==> images/sizing.png <==
Scale: 6 px per micron.
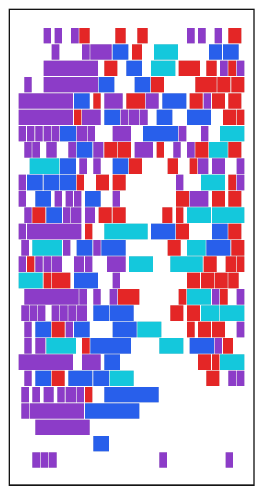
==> images/m3.png <==
Scale: 8 px per micron.
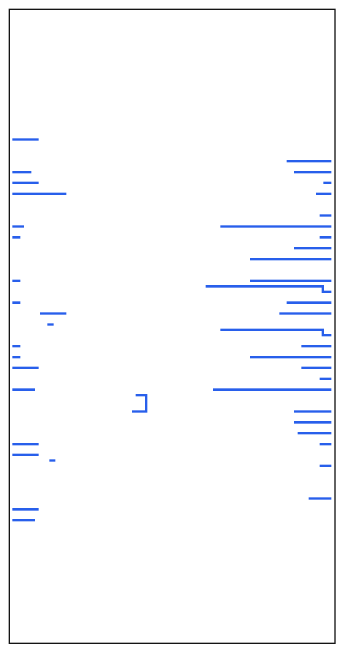
==> images/gates.png <==
Scale: 6 px per micron.
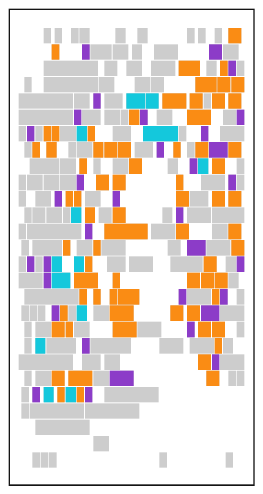
`src/rtl/hazard_stall_controller.sv`:
```
// Stall, bubble and flush sequencing for the five-stage pipeline, plus the
// mult/div occupancy FSM. Optional perf counter: HAZARD_PERF_CNT_EN.
//
// Ports:
//   clk, rst            clock, async active-high reset
//   id_rs/id_rt         ID source registers; id_uses_rs/rt qualify them
//   id_muldiv           ID holds MULT/MULTU/DIV/DIVU
//   id_reads_hilo       ID holds MFHI/MFLO
//   ex_mem_read, ex_rd  EX load flag and destination register
//   ex_branch_taken     EX branch/jump resolved taken
//   mem_stall           memory not ready, freeze everything
//   pc_we..memwb_we     PC / pipeline register write enables
//   ifid_flush          clear IF/ID
//   idex_bubble         load NOP into ID/EX
//   md_start, md_busy   mult/div start pulse and occupancy
//   stall_cycles        count of cycles with pc_we=0 (0 when counter disabled)
module hazard_stall_controller #(
  parameter int MULDIV_LAT = 32
) (
  input  logic        clk,
  input  logic        rst,
  input  logic [4:0]  id_rs,
  input  logic [4:0]  id_rt,
  input  logic        id_uses_rs,
  input  logic        id_uses_rt,
  input  logic        id_muldiv,
  input  logic        id_reads_hilo,
  input  logic        ex_mem_read,
  input  logic [4:0]  ex_rd,
  input  logic        ex_branch_taken,
  input  logic        mem_stall,
  output logic        pc_we,
  output logic        ifid_we,
  output logic        idex_we,
  output logic        exmem_we,
  output logic        memwb_we,
  output logic        ifid_flush,
  output logic        idex_bubble,
  output logic        md_start,
  output logic        md_busy,
  output logic [31:0] stall_cycles
);

  typedef enum logic {
    RUN     = 1'b0,
    MD_BUSY = 1'b1
  } state_t;

  localparam logic [7:0] LAT = 8'(MULDIV_LAT);

  state_t     r_state;
  logic [7:0] r_md_cnt;
  logic [7:0] w_cnt_nxt;
  logic       w_load_use;
  logic       w_md_haz;
  logic       w_id_stall;

  // $zero is never a real dependency
  assign w_load_use = ex_mem_read && (ex_rd != 5'd0) &&
                      ((id_uses_rs && (ex_rd == id_rs)) ||
                       (id_uses_rt && (ex_rd == id_rt)));

  assign w_md_haz   = (r_state == MD_BUSY) &&
                      (id_reads_hilo || id_muldiv);

  assign w_id_stall = w_load_use || w_md_haz;

  always_comb begin
    pc_we       = 1'b0;
    ifid_we     = 1'b0;
    idex_we     = 1'b0;
    exmem_we    = 1'b0;
    memwb_we    = 1'b0;
    ifid_flush  = 1'b0;
    idex_bubble = 1'b0;
    if (rst || mem_stall) begin
      // frozen: everything stays low
    end else if (ex_branch_taken) begin
      // ID is wrong-path, so its stall is irrelevant
      pc_we       = 1'b1;
      ifid_we     = 1'b1;
      idex_we     = 1'b1;
      exmem_we    = 1'b1;
      memwb_we    = 1'b1;
      ifid_flush  = 1'b1;
      idex_bubble = 1'b1;
    end else if (w_id_stall) begin
      idex_we     = 1'b1;
      exmem_we    = 1'b1;
      memwb_we    = 1'b1;
      idex_bubble = 1'b1;
    end else begin
      pc_we       = 1'b1;
      ifid_we     = 1'b1;
      idex_we     = 1'b1;
      exmem_we    = 1'b1;
      memwb_we    = 1'b1;
    end
  end

  assign md_start = !rst && !mem_stall && !ex_branch_taken &&
                    !w_load_use && id_muldiv && (r_state == RUN);

  assign md_busy  = (r_md_cnt != 8'd0);

  // a running op only pauses on memory freeze, never on flush
  always_comb begin
    w_cnt_nxt = r_md_cnt;
    if (md_start)
      w_cnt_nxt = LAT;
    else if ((r_md_cnt != 8'd0) && !mem_stall)
      w_cnt_nxt = r_md_cnt - 8'd1;
  end

  always_ff @(posedge clk or posedge rst) begin
    if (rst) begin
      r_state  <= RUN;
      r_md_cnt <= 8'd0;
    end else begin
      r_md_cnt <= w_cnt_nxt;
      r_state  <= (w_cnt_nxt != 8'd0) ? MD_BUSY : RUN;
    end
  end

`ifdef HAZARD_PERF_CNT_EN
  logic [31:0] r_stall_cnt;

  always_ff @(posedge clk or posedge rst) begin
    if (rst)
      r_stall_cnt <= 32'd0;
    else if (!pc_we && (r_stall_cnt != 32'hFFFF_FFFF))
      r_stall_cnt <= r_stall_cnt + 32'd1;
  end

  assign stall_cycles = r_stall_cnt;
`else
  assign stall_cycles = 32'd0;
`endif

endmodule

```
`config.mk`:
```
export PLATFORM = sky130hd
export DESIGN_NAME = hazard_stall_controller
export DESIGN_NICKNAME = d
export VERILOG_FILES = /design/src/rtl/hazard_stall_controller.sv
export SDC_FILE = /design/constraint.sdc
export NUM_CORES = 1
export LEC_CHECK = 0
export ABC_AREA = 1
export CAP_MARGIN = 20
export CORE_ASPECT_RATIO = 2
export CORE_UTILIZATION = 39
export DETAILED_ROUTE_END_ITERATION = 16
export PLACE_DENSITY = 0.8
export SYNTH_ARGS = -nofsm -noshare
export SYNTH_HDL_FRONTEND = slang
export SYNTH_SLANG_ARGS = --single-unit
```
`constraint.sdc`:
```
create_clock -name clk -period 1.69 [get_ports clk]
set_input_delay 0.4225 -clock clk [delete_from_list [all_inputs] [get_ports clk]]
set_output_delay 0.4225 -clock clk [all_outputs]
set_load 0.02 [all_outputs]
```
==> flow_summary_export.csv <==
group,metric,value,unit
floorplanning,die_area,3210,sq um
detailed_routing,wl,3060,microns
logic_synthesis,largest_area_cell,"buf_4",
placement,placed_cells,267,
detailed_routing,drc,0,
cts,clock_latency,230,ps
critical_path,cp_common_cell,"nand2_4",
logic_synthesis,ys_seq_share,19.4,%
logic_synthesis,synth_async_sr_flop_share,100,%
cts,cts_root_buffer,"clkbuf_8",
critical_path,r2r_slack,40,ps
sta,hold_ws,272,ps
cts,clockBufferDepth,2,
critical_path,cp-endpoint,"ifid_we",
finish,logic_area,862,sq um
logic_synthesis,edf_count,0,
pwr,power_density,1020,nW/um^2
finish,fillCellCount,245,
detailed_routing,via_per_inst,4.44,
floorplanning,fp.coreArea,2770,sq um
critical_path,path_max_fanout,3,
critical_path,timing.rr.end,"r_state",
pwr,p_leak,0.985,nW
sta,fin_ws,-64.3,ps
logic_synthesis,synthMostInstantiatedCell,"nand2_1",
grt,grt_pass1_vias,1099,
pwr,vdd_drop_max,0.000841,V
critical_path,r2r_cells,12,
logic_synthesis,synthCells,189,
grt,antenna_found_initial,0,
placement,io_buffers,32,
logic_synthesis,ys_cells,189,
logic_synthesis,ff_type,"dfrtp_1",
logic_synthesis,top_area_share,22.7,%
placement,dpl.hpwl,2280,microns
run_status,violations,"setup timing",
sta,fmaxAchievable,0.570,GHz
sta,hold_viol_final,0,
cts,clk_pin_slew,40,ps
run_status,outcome,"complete, but fails checks",
grt,grt_use_met2,40.2,%
finish,nNetsFinal,273,
finish,diodes,0,
logic_synthesis,ys_top_cells_by_count,"nand2_1, buf_4, inv_1",
logic_synthesis,ys_area,1160,sq um
worst_hold_path,hp-class,"primary input to asynchronous set/reset pin",
job,cap_viol_max_count,0,
sta,setup_viol,4,
finish,regArea,225,sq um
floorplanning,fp-row-count,27,
cts,cts_sinks,9,
finish,area_delta_synth_final,53.7,%
sta,drv_slew,0,
grt,grt_max_degree,10,
floorplanning,fp_util,41.8,%
cts,numCtsBuffers,3,
sta,post-route-period-util,104,%
critical_path,slowest_delay,170,ps
placement,pre_cts_slack,-1030,ps
logic_synthesis,synthTopCellsByArea,"buf_4, dfrtp_1, nand2_1",
cts,cts_hold_buf,0,
sta,fin_skew,0.770,ps
logic_synthesis,numSynthFlops,9,
job,warnings,29,
floorplanning,die_w,40.5,microns
floorplanning,die_y,79.1,microns
critical_path,crit_family,"buffers and inverters",
floorplanning,io_pins,65,
grt,grtUsageTotal,20.0,%
critical_path,crit_path_end_kind,"output pin",
critical_path,crit_chain,"buf_8, inv_6, nand4_1, o21ai_1, inv_1, nand2_4, nand2_4, a21oi_4, buf_6",
detailed_routing,routedWlPerCell,11.1,microns
logic_synthesis,syn_area,1160,sq um
placement,gp_congestion,0.770,
critical_path,critPathLaunchType,"primary input",
cts,cts_tree,"built",
grt,grt.met1_usage,16.3,%
critical_path,cp_data_arrival_time,1330,ps
sta,rsz0062_at_grt,"yes",
sta,period_minus_slack,1750,ps
grt,top_usage_layer,"met2",
grt,grt_pass1_wl,4450,microns
About sizing.png:
cyan -> x6 and larger  # cells 22
blue -> x3 and x4  # cells 42
purple -> x1 and smaller  # cells 110
red -> x2  # cells 72
setup ws final: -64.3 ps
Final Cell Area: 1780 sq um
bufs w/o clock: 56

About m3.png:
nets with wire on the layer = 43
main direction = horizontal
vias: 1220
routing usage on met3: 3.63%

About gates.png:
orange -> nand cells  # cells 71
cyan -> aoi and oai cells  # cells 13
purple -> inv cells  # cells 33
Post-Layout Cell Count: 275
logic share of the area: 48.4%

[logic make-up after synthesis]
group	after synthesis	share of synthesized area, %
adder cells (fa/ha/maj)	2	2.16
AND-OR/OR-AND	13	5.72
flip-flops	9	19.4
AND/OR/NAND/NOR	93	36.3
other	1	0.324
XOR/XNOR	3	2.27
buffers and inverters	68	33.8
[how the worst min path moves through the flow]
stage	from	to	slack, ps	cells after the start
6_report	rst	r_state	270	3
5_1_grt	rst	r_state	320	3
4_1_cts	rst	r_state	390	3
3_5_place_dp	r_md_cnt[0]	r_md_cnt[0]	550	2
3_3_place_gp	r_md_cnt[0]	r_md_cnt[0]	550	2
2_1_floorplan	rst	r_md_cnt[0]	250	1
[per-stage QoR]
| step | util, % | cell area [sq um] |
|---|---|---|
| 3_5_place_dp | 55.8 | 1550 |
| 2_1_floorplan | - | 1300 |
| 4_1_cts | 57.8 | 1600 |
| 5_1_grt | 64.3 | 1780 |
| 6_report | 64.3 | 1780 |
| 3_3_place_gp | 55.8 | 1550 |
[worst register-to-register path: stages, from the launching register on]
cell,delay (ps)
dfrtp_1,380
inv_2,80
buf_4,100
buf_4,140
ha_4,160
nand3_1,110
xor2_1,160
nand2_1,70
o21ai_1,60
nand2_1,80
nand2_1,50
nor2_1,90
nand2_1,60
[timing repair]
action                                  CTS  global route
pin swaps                                34            31
gates cloned                              1             0
resized                                 124            83
buffers inserted                          3             0
endpoints found under the setup margin   17            11
[area by class of cell]
class	count	share of cell area [%]
Tap cell	29	2.04
Sequential cell	9	12.6
Clock buffer	4	2.53
Timing Repair Buffer	56	26.0
Inverter	33	8.36
Multi-Input combinational cell	144	48.4
[sequential cells by signal, indices dropped and copies added, names as in the netlist]
name and flops:
r_md_cnt 8, r_state 1
[per-layer routing]
layer	share of wire [%]	routed length (microns)
met1	28	861
met2	65	1980
met3	6.1	188
met4	1.0	31
met5	0	0
[cells in the final DEF, fill, tap and decap left out, types with 6 or more instances in the layout]
cell and instances:
nor2_2 6, clkbuf_2 6, dfrtp_1 9, buf_4 27
nor2_1 12, inv_1 9, o21ai_1 6, nand2_4 6
nand2_2 32, nand2_1 24, inv_2 19, conb_1 32
buf_6 12
[where the power goes]
part / internal, mW / total (mW) / switching (mW)
combinational: 0.547 / 1.20 / 0.654
clock: 0.164 / 0.247 / 0.0825
sequential: 0.307 / 0.377 / 0.0699
total: 1.02 / 1.82 / 0.806
Power and IR drop assume default switching activity.
